$ cat src/rtl/s2m_pipe.sv
// s2m_pipe: backward (ready-path) register slice with a one-beat skid buffer.
// pipe_in_ready comes straight from a flop, so there is no combinational path
// from pipe_out_ready to pipe_in_ready. While the skid buffer is empty, valid
// and data pass through with zero latency.
//
// Build option: define S2M_PIPE_STATS_EN to implement the saturating
// xfer/stall/skid statistics counters and stats_clr. Without it the counter
// ports read 0, stats_clr is ignored and no counter flops are built.
//
// state | meaning
// ------+-----------------------------------------------------------
// PASS  | skid buffer empty; upstream beat forwarded combinationally
// SKID  | skid buffer holds one beat; upstream held off (ready low)

module s2m_pipe #(
  parameter int DATA_WIDTH = 256,
  parameter int CNT_WIDTH  = 32
) (
  input  logic                  clk,
  input  logic                  reset,
  input  logic                  pipe_in_valid,
  input  logic [DATA_WIDTH-1:0] pipe_in_data,
  output logic                  pipe_in_ready,
  output logic                  pipe_out_valid,
  output logic [DATA_WIDTH-1:0] pipe_out_data,
  input  logic                  pipe_out_ready,
  input  logic                  stats_clr,
  output logic [CNT_WIDTH-1:0]  xfer_cnt,
  output logic [CNT_WIDTH-1:0]  stall_cnt,
  output logic [CNT_WIDTH-1:0]  skid_cnt
);

  typedef enum logic {
    PASS = 1'b0,
    SKID = 1'b1
  } state_t;

  state_t                state;
  state_t                state_nxt;
  logic                  in_ready_q;
  logic                  load_skid;
  logic [DATA_WIDTH-1:0] skid_data;

  assign pipe_in_ready = in_ready_q;

  // Next state, skid load strobe and output muxing.
  // An upstream beat is only taken while the ready flop is high. This keeps
  // the first cycle after reset release (ready still low) from forwarding a
  // beat that upstream does not consider transferred.
  always_comb begin
    state_nxt      = state;
    load_skid      = 1'b0;
    pipe_out_valid = 1'b0;
    pipe_out_data  = pipe_in_data;
    case (state)
      PASS: begin
        pipe_out_valid = pipe_in_valid & in_ready_q & ~reset;
        if (pipe_in_valid && in_ready_q && !pipe_out_ready) begin
          state_nxt = SKID;
          load_skid = 1'b1;
        end
      end
      SKID: begin
        pipe_out_valid = ~reset;
        pipe_out_data  = skid_data;
        if (pipe_out_ready) begin
          state_nxt = PASS;
        end
      end
      default: begin
        state_nxt = PASS;
      end
    endcase
  end

  // State register and registered upstream ready.
  always_ff @(posedge clk) begin
    if (reset) begin
      state      <= PASS;
      in_ready_q <= 1'b0;
    end else begin
      state      <= state_nxt;
      in_ready_q <= (state_nxt == PASS);
    end
  end

  // Skid buffer: captures the stalled beat on PASS->SKID only, never reset.
  always_ff @(posedge clk) begin
    if (load_skid) begin
      skid_data <= pipe_in_data;
    end
  end

`ifdef S2M_PIPE_STATS_EN
  localparam logic [CNT_WIDTH-1:0] CNT_ONE = CNT_WIDTH'(1);

  logic                 xfer_evt;
  logic                 stall_evt;
  logic [CNT_WIDTH-1:0] xfer_q;
  logic [CNT_WIDTH-1:0] stall_q;
  logic [CNT_WIDTH-1:0] skid_q;

  assign xfer_evt  = pipe_out_valid & pipe_out_ready;
  assign stall_evt = pipe_out_valid & ~pipe_out_ready;

  // Completed output transfers; saturates, clear beats increment.
  always_ff @(posedge clk) begin
    if (reset || stats_clr) begin
      xfer_q <= '0;
    end else if (xfer_evt && !(&xfer_q)) begin
      xfer_q <= xfer_q + CNT_ONE;
    end
  end

  // Cycles with valid output held off by downstream; saturating.
  always_ff @(posedge clk) begin
    if (reset || stats_clr) begin
      stall_q <= '0;
    end else if (stall_evt && !(&stall_q)) begin
      stall_q <= stall_q + CNT_ONE;
    end
  end

  // PASS->SKID transitions; saturating.
  always_ff @(posedge clk) begin
    if (reset || stats_clr) begin
      skid_q <= '0;
    end else if (load_skid && !(&skid_q)) begin
      skid_q <= skid_q + CNT_ONE;
    end
  end

  assign xfer_cnt  = xfer_q;
  assign stall_cnt = stall_q;
  assign skid_cnt  = skid_q;
`else
  logic unused_stats_clr;

  assign unused_stats_clr = stats_clr;
  assign xfer_cnt         = '0;
  assign stall_cnt        = '0;
  assign skid_cnt         = '0;
`endif

endmodule
$ cat config.mk
export PLATFORM = sky130hd
export DESIGN_NAME = s2m_pipe
export DESIGN_NICKNAME = d
export VERILOG_FILES = /design/src/rtl/s2m_pipe.sv
export SDC_FILE = /design/constraint.sdc
export NUM_CORES = 1
export LEC_CHECK = 0
export ABC_AREA = 1
export CAP_MARGIN = 20
export CORE_AREA = 3 3 235 237
export CTS_BUF_LIST = sky130_fd_sc_hd__clkbuf_16
export CTS_CLUSTER_SIZE = 28
export DETAILED_ROUTE_END_ITERATION = 10
export DIE_AREA = 0 0 238 240
export RECOVER_POWER = 100
export SYNTH_ARGS = -nofsm -noshare
export SYNTH_HDL_FRONTEND = slang
export SYNTH_SLANG_ARGS = --single-unit
$ cat constraint.sdc
create_clock -name clk -period 25.4 [get_ports clk]
set_clock_uncertainty 0.2 [all_clocks]
set_input_delay 2.54 -clock clk [delete_from_list [all_inputs] [get_ports clk]]
set_output_delay 2.54 -clock clk [all_outputs]
set_load 0.02 [all_outputs]
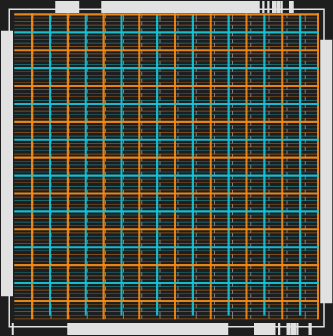
*Supply network, run 1*
Pins as bars on the die edge. Tap cells in grey.
net	colour
VDD	cyan
VSS	orange
rows	85
met4 straps	17
area of the core: 53500 µm²
peak supply drop: 0.0357 mV
chip width: 238 µm

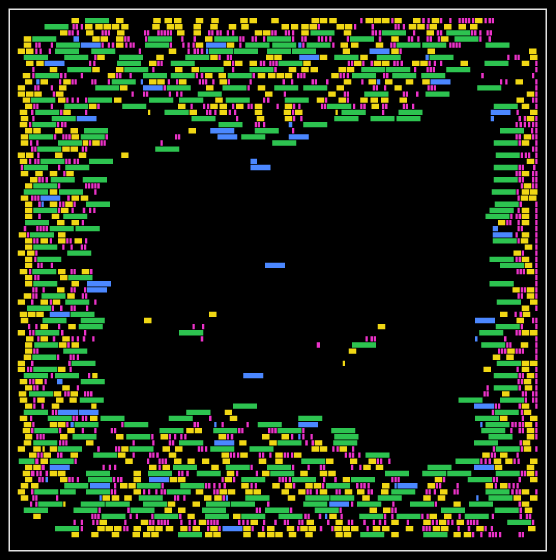
*Cell classes on the final placement, run 1*
class	colour	cells	share of their area
remaining buffers and delay cells	yellow	525	30%
registers	green	258	45%
remaining logic cells	magenta	873	19%
clock drivers and dummy loads	blue	57	5.5%
fin area: 18100 µm²
Core Util, Final: 33.8%
num rows: 85
flop share of the area: 42.8%

==> impl_metrics.yaml, run 1 <==
# generated from flow reports
power:
  power_uw: 1090
  leakagePower_uw: 0.00756
  comb_power_share_pct: 17.3
  power_density_nw_per_um2: 60.6
  pwr-share-seq_pct: 44.6
  p_sw_share_pct: 26.4
  p_int_uw: 805
  p_sw_uw: 289
logic_synthesis:
  yosysWarningCount: 0
  syn-cell-area_um2: 11800
  ys_cells: 1189
  synth.distinct_cells: 13
  ys_area_um2: 11800
  synthCells: 1189
  avgSynthCellArea_um2: 9.91
  numSynthFlops: 258
  ys_seq_share_pct: 65.6
detailed_routing:
  via_count: 9418
  wl_per_cell_um: 14.9
  via_per_inst: 3.90
  routed_wl_um: 36000
  drtAntennaViolNets: 0
  drc: 0
  drt_iter0_markers: 314
  dr.pass1.iters: 4
min_path:
  whs_path_depth: 4
  hold_path.class: "reg2reg"
die:
  die_area_um2: 57100
  io_pins: 615
  initCoreUtil_pct: 22.0
global_routing:
  grt_overflow: 0
  first_global_vias: 9040
  grt_pass1_wl_um: 52900
  grtUsageMet1_pct: 13.7
  grt_max_degree: 163
  use_met3_pct: 3.34
  antenna_found_initial: 7
  grt_use_met2_pct: 20.7
  grt_usage_pct: 11.7
  top_usage_layer: "met2"
placed_design:
  dpl-instance-area_um2: 17100
  io_buffers: 517
  dp_hpwl_um: 25600
  dp_cells: 2352
  place_congestion: 0.813
final_timing:
  setup_violations: 0
  tightest_slew_ns: 5.42
  final-max-slew-violation-count: 561
  hold_viol_final: 0
  timing.slew.headroom_pct: -263
  fin_crit_ns: 13.75
  max_freq_mhz: 72.7
  setup_tns_ns: 0
  rsz0062_at_grt: "false"
  post-route-period-util_pct: 54.1
clocking:
  numCtsBuffers: 31
  cts_tree: "built"
  htreeDepth: 1
  hold_buffers: 0
  clock_path_buffers: 3
  cts_sinks: 258
  root_buffer: "clkbuf_16"
  clock_insertion_delay_worst_skew_ns: 0.57
  clkTransAtPathRegs_ns: 0.06
  cts_resized: 0
  cts_setup_buffers: 0
setup_path:
  criticalPathCategory: "reg2out"
  critical_path.max_fanout: 162
  crit_required_ns: 22.66
  worstSetupEndpointType: "output port"
  start_kind: "register"
  worstPathArrival_ns: 11.01
  r2r_cells: 4
final_layout:
  syn_to_final_growth_pct: 53.3
  drive_above_1_share_pct: 2.80
  nNetsFinal: 1950
  fin_cells: 2414
job:
  drv_cap: 7
  warnings: 30
outcome:
  status: "complete, but fails checks"
  violations: "max-capacitance violations, max-slew violations"
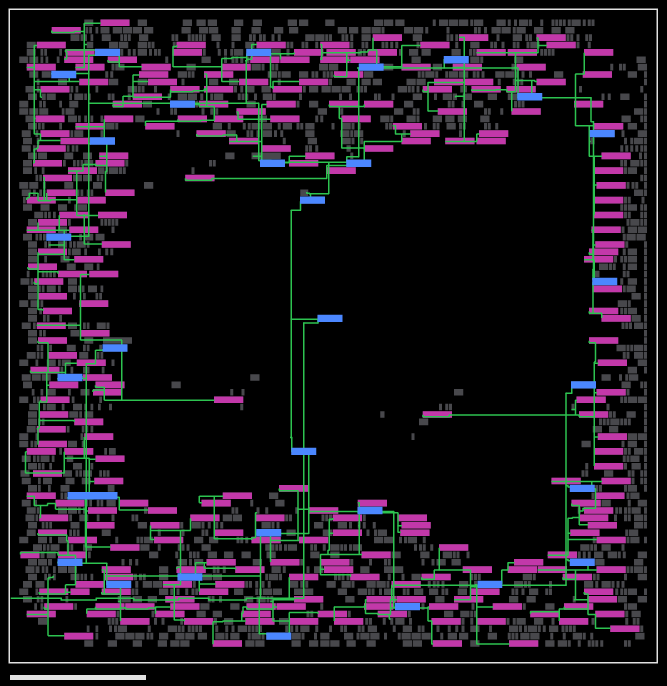
*Clock distribution, run 1*
Bar = 50 µm.
[clock wires] green | length: 3980 µm
[flip-flops] magenta | count: 258
[clock-net drivers] blue | count: 31
flops lie	widely spread
routed clock nets	32
Clk power: 416 µW
Clock Power Share: 38.0%

## run 1: cell usage after synthesis
master / instances / area (µm²)
nor3_1: 1 / 5.00
dfxtp_1: 2 / 40.0
clkbuf_1: 1 / 3.75
inv_4: 1 / 6.26
buf_4: 111 / 833
inv_1: 1 / 3.75
nand2_1: 771 / 2890
edfxtp_1: 256 / 7690
buf_2: 27 / 135
buf_6: 14 / 158
conb_1: 1 / 3.75
a21oi_1: 2 / 10.0
nor2_1: 1 / 3.75
## run 1: placed cells by master (no fill, tap or decap)
cell             count
edfxtp_1           256
a21oi_1              2
clkdlybuf4s50_1      5
buf_4                3
clkinvlp_2           1
inv_1                8
clkbuf_1             5
dfxtp_1              2
nor2_1               1
clkbuf_16           31
bufinv_16            2
clkinv_1             6
inv_6                1
nand2_1            771
clkinvlp_4           3
conb_1              96
nor3_1               1
clkinv_2             7
dlygate4sd3_1      512
diode_2              5
## run 1: flip-flops by register name (all words and copies together) (netlist names)
name           cells
pipe_in_ready      1
skid_data        256
state              1
## run 1: final timing paths
path / startpoint / slack (ns) / to
max: state$_SDFF_PP0_ / 11.65 / pipe_out_data[33]
max reg2reg: state$_SDFF_PP0_ / 16.95 / skid_data[146]$_DFFE_PP_
min reg2reg: pipe_in_ready$_SDFF_PP0_ / 0.54 / state$_SDFF_PP0_
min: pipe_in_ready$_SDFF_PP0_ / 0.54 / state$_SDFF_PP0_
## run 1: worst max-delay path, cell delays in order (launching register included)
cell and delay, ns:
dfxtp_1 1.43, clkinvlp_2 5.00, clkbuf_1 2.66, nand2_1 0.39, nand2_1 0.20, dlygate4sd3_1 0.70
## run 1: metal layers
layer,vias up,share of wire [%]
met5,-,0.036
met4,2,2.7
met3,53,7.8
met2,383,51
met1,4320,39
li1,4660,-
## run 1: power by group through the flow
stage / sequential [µW] / clock, µW / combinational [µW]
2_1_floorplan: 503 / 0 / 103
3_3_place_gp: 495 / 0 / 208
3_5_place_dp: 496 / 0 / 209
4_1_cts: 487 / 433 / 210
5_1_grt: 489 / 449 / 205
6_report: 488 / 416 / 190
## run 1: through the flow
step                      util [%]  hold slack [ns]  worst slack, ns
after floorplan                  -            0.454             4.16
after global placement        32.0            0.547            18.72
after detailed placement      32.0            0.559            18.70
after CTS                     33.8            0.569            18.70
after global routing          33.8            0.601            10.22
final                         33.8            0.543            11.65
## run 1: kinds of logic (layout without fill, tap and decap cells)
| kind of cell | Yosys count | count (layout) | share of synthesized area, % |
|---|---|---|---|
| and+or+nand+nor | 773 | 773 | 24.6 |
| other | 1 | 101 | 0.0318 |
| buffers and inverters | 155 | 584 | 9.67 |
| DFF | 258 | 258 | 65.6 |
| AOI/OAI and AO/OA | 2 | 2 | 0.0849 |
## run 1: final cells by class
| type | instances | area (µm²) |
|---|---|---|
| clock inverter | 26 | 175 |
| multi-input combinational | 871 | 3270 |
| fill | 5480 | 35400 |
| tap | 696 | 871 |
| sequential | 258 | 7730 |
| inverter | 2 | 8.76 |
| antenna | 5 | 12.5 |
| timing repair buffer | 525 | 5220 |
| clock buffer | 31 | 776 |
==> run 2: changes to the inputs <==
==> constraint.sdc (replaced) <==
create_clock -name clk -period 13.3 [get_ports clk]
set_clock_uncertainty 0.2 [all_clocks]
set_input_delay 1.33 -clock clk [delete_from_list [all_inputs] [get_ports clk]]
set_output_delay 1.33 -clock clk [all_outputs]
set_load 0.02 [all_outputs]
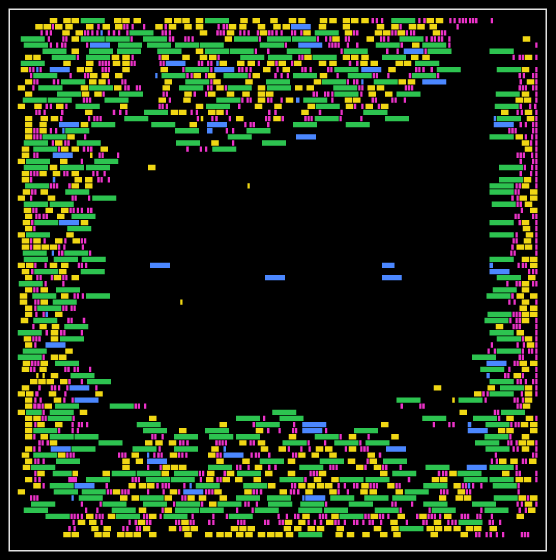
*Cell classes on the final placement, run 2*
fin area: 18100 µm²
Core Util, Final: 33.8%
flop share of the area: 42.7%

==> run 2 against run 1 <==
The flow still finishes with violations (max-capacitance violations, max-slew violations). Synthesized area unchanged. Highest routed layer unchanged. Combinational power grew about 90%. Clock power up 96%. Largest cell class unchanged. Critical endpoint is now skid_data[250]$_DFFE_PP_.
==> impl_metrics.yaml, run 2 <==
# generated from flow reports
clocking:
  cts_tree: "built"
  cts_resized: 0
  numCtsBuffers: 30
  clkTransAtPathRegs_ns: 0.06
  clock_insertion_delay_worst_skew_ns: 0.57
  cts_sinks: 258
  cts_setup_buffers: 0
  clock_path_buffers: 3
  root_buffer: "clkbuf_16"
  hold_buffers: 0
  htreeDepth: 1
die:
  die_w_um: 238
  num_rows: 85
  io_pins: 615
  die_area_um2: 57100
  die-height_um: 240
  core_region_area_um2: 53500
  initCoreUtil_pct: 22.0
detailed_routing:
  drc: 0
  drt_iter0_markers: 360
  via_per_inst: 3.86
  via_count: 9315
  wl_per_cell_um: 14.6
  routed_wl_um: 35200
  drtAntennaViolNets: 0
  dr.pass1.iters: 4
final_timing:
  hold_viol_final: 0
  tightest_slew_ns: 4.42
  max_freq_mhz: 129
  setup_violations: 0
  fin_crit_ns: 7.77
  setup_tns_ns: 0
  post-route-period-util_pct: 58.4
  timing.slew.headroom_pct: -195
  final-max-slew-violation-count: 544
  rsz0062_at_grt: "false"
logic_synthesis:
  synthTopCellsByCount: "nand2_1, edfxtp_1, buf_4"
  avgSynthCellArea_um2: 9.91
  edf_count: 256
  ff_type: "edfxtp_1"
  synthCells: 1189
  syn-cell-area_um2: 11800
  ys_cells: 1189
  ys_area_um2: 11800
  yosysTopAreaCell: "edfxtp_1"
  ys_seq_share_pct: 65.6
  most_common_cell: "nand2_1"
  async_flop_share_pct: 0
  top_area_share_pct: 65.2
  top_cells_by_area: "edfxtp_1, nand2_1, buf_4"
  yosysWarningCount: 0
  synth.distinct_cells: 13
  numSynthFlops: 258
job:
  warnings: 30
  drv_cap: 7
power:
  power_density_nw_per_um2: 117
  ir_drop_mv: 0.0869
  leakagePower_uw: 0.00758
global_routing:
  grt_max_degree: 162
  first_global_vias: 8908
  grt_pass1_wl_um: 51700
  antenna_found_initial: 6
  grt_overflow: 0
placed_design:
  io_buffers: 517
  place_congestion: 0.789
  dp_cells: 2352
  dp_hpwl_um: 25000
outcome:
  status: "complete, but fails checks"
  violations: "max-capacitance violations, max-slew violations"
setup_path:
  crit_required_ns: 13.20
  worstPathArrival_ns: 7.67
  start_kind: "input pin"
  worstSetupEndpointType: "register"
  criticalPathCategory: "in2reg"
  critical_path.max_fanout: 70
final_layout:
  syn_to_final_growth_pct: 53.5
  mostFrequentLayoutCell: "nand2_1"
  fin_cells: 2413
  seqCellArea_um2: 7730
  nNetsFinal: 1949
  drive_above_1_share_pct: 2.51
  fillers: 5458
  top_register: "skid_data"
  largest_reg_flops: 256
  logic_area_um2: 3270
  final_cell_mix: "nand2_1, dlygate4sd3_1, edfxtp_1"
min_path:
  hold_path.class: "reg2reg"
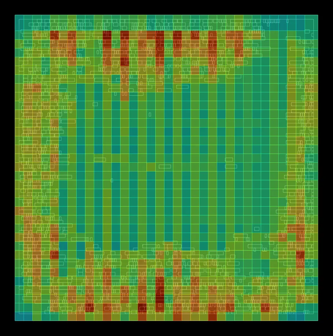
*Congestion heat map, run 2*
grt peak-use layer: met2
Overall Global Routing Usage: 11.3%

-- run 2: cell type report --
cell class	instances	share of cell area, %
diodes	5	0.0692
clock buffers	30	4.15
clock inverters	26	1.24
inverters	2	0.0830
multi-input cells	871	18.1
flip-flops and latches	258	42.7
well taps	696	4.81
repair buffers	525	28.8
-- run 2: worst paths after layout --
kind                                               start                       end  slack (ns)  depth (start not counted)
worst max-delay path                       pipe_in_valid  skid_data[250]$_DFFE_PP_        5.53                          5
worst min-delay path            pipe_in_ready$_SDFF_PP0_  pipe_in_ready$_SDFF_PP0_        0.40                          3
worst max register to register          state$_SDFF_PP0_  skid_data[250]$_DFFE_PP_        5.98                          4
worst min register to register  pipe_in_ready$_SDFF_PP0_  pipe_in_ready$_SDFF_PP0_        0.40                          3
-- run 2: logic make-up after synthesis --
group	after synthesis	synth area share, %
AND-OR/OR-AND	2	0.0849
buffers and inverters	155	9.67
flip-flops	258	65.6
other	1	0.0318
AND/OR/NAND/NOR	773	24.6
-- run 2: layer usage --
layer	wire [µm]	GRT usage, %	up-vias
li1	-	-	4643
met2	18200	20.4	366
met5	27	0	-
met1	13400	13.0	4245
met3	2470	2.98	57
met4	1180	4.07	4
-- run 2: through the flow --
stage / area (µm²) / hold WS, ns / util [%] / total power, µW / worst slack (ns)
final: 18100 / 0.403 / 33.8 / 2110 / 5.53
after global routing: 18100 / 0.477 / 33.8 / 2200 / 4.88
after CTS: 18100 / 0.455 / 33.9 / 2180 / 8.11
after detailed placement: 17100 / 0.430 / 32.0 / 1340 / 8.76
after global placement: 17100 / 0.439 / 32.0 / 1340 / 8.75
after floorplan: 12100 / 0.473 / - / 1150 / 1.15
-- run 2: power by group --
group / total (µW) / internal, µW / switching, µW
Clock: 816 / 484 / 332
Sequential: 931 / 925 / 5.53
Combinational: 361 / 151 / 209
-- run 2: worst max-delay path, stage by stage --
cell and delay [ns]:
dlygate4sd3_1 0.53, nand2_1 0.08, nor3_1 0.21, clkbuf_1 2.81, clkbuf_1 2.57
No activity file was given, so power comes from the tool's default toggle rates.
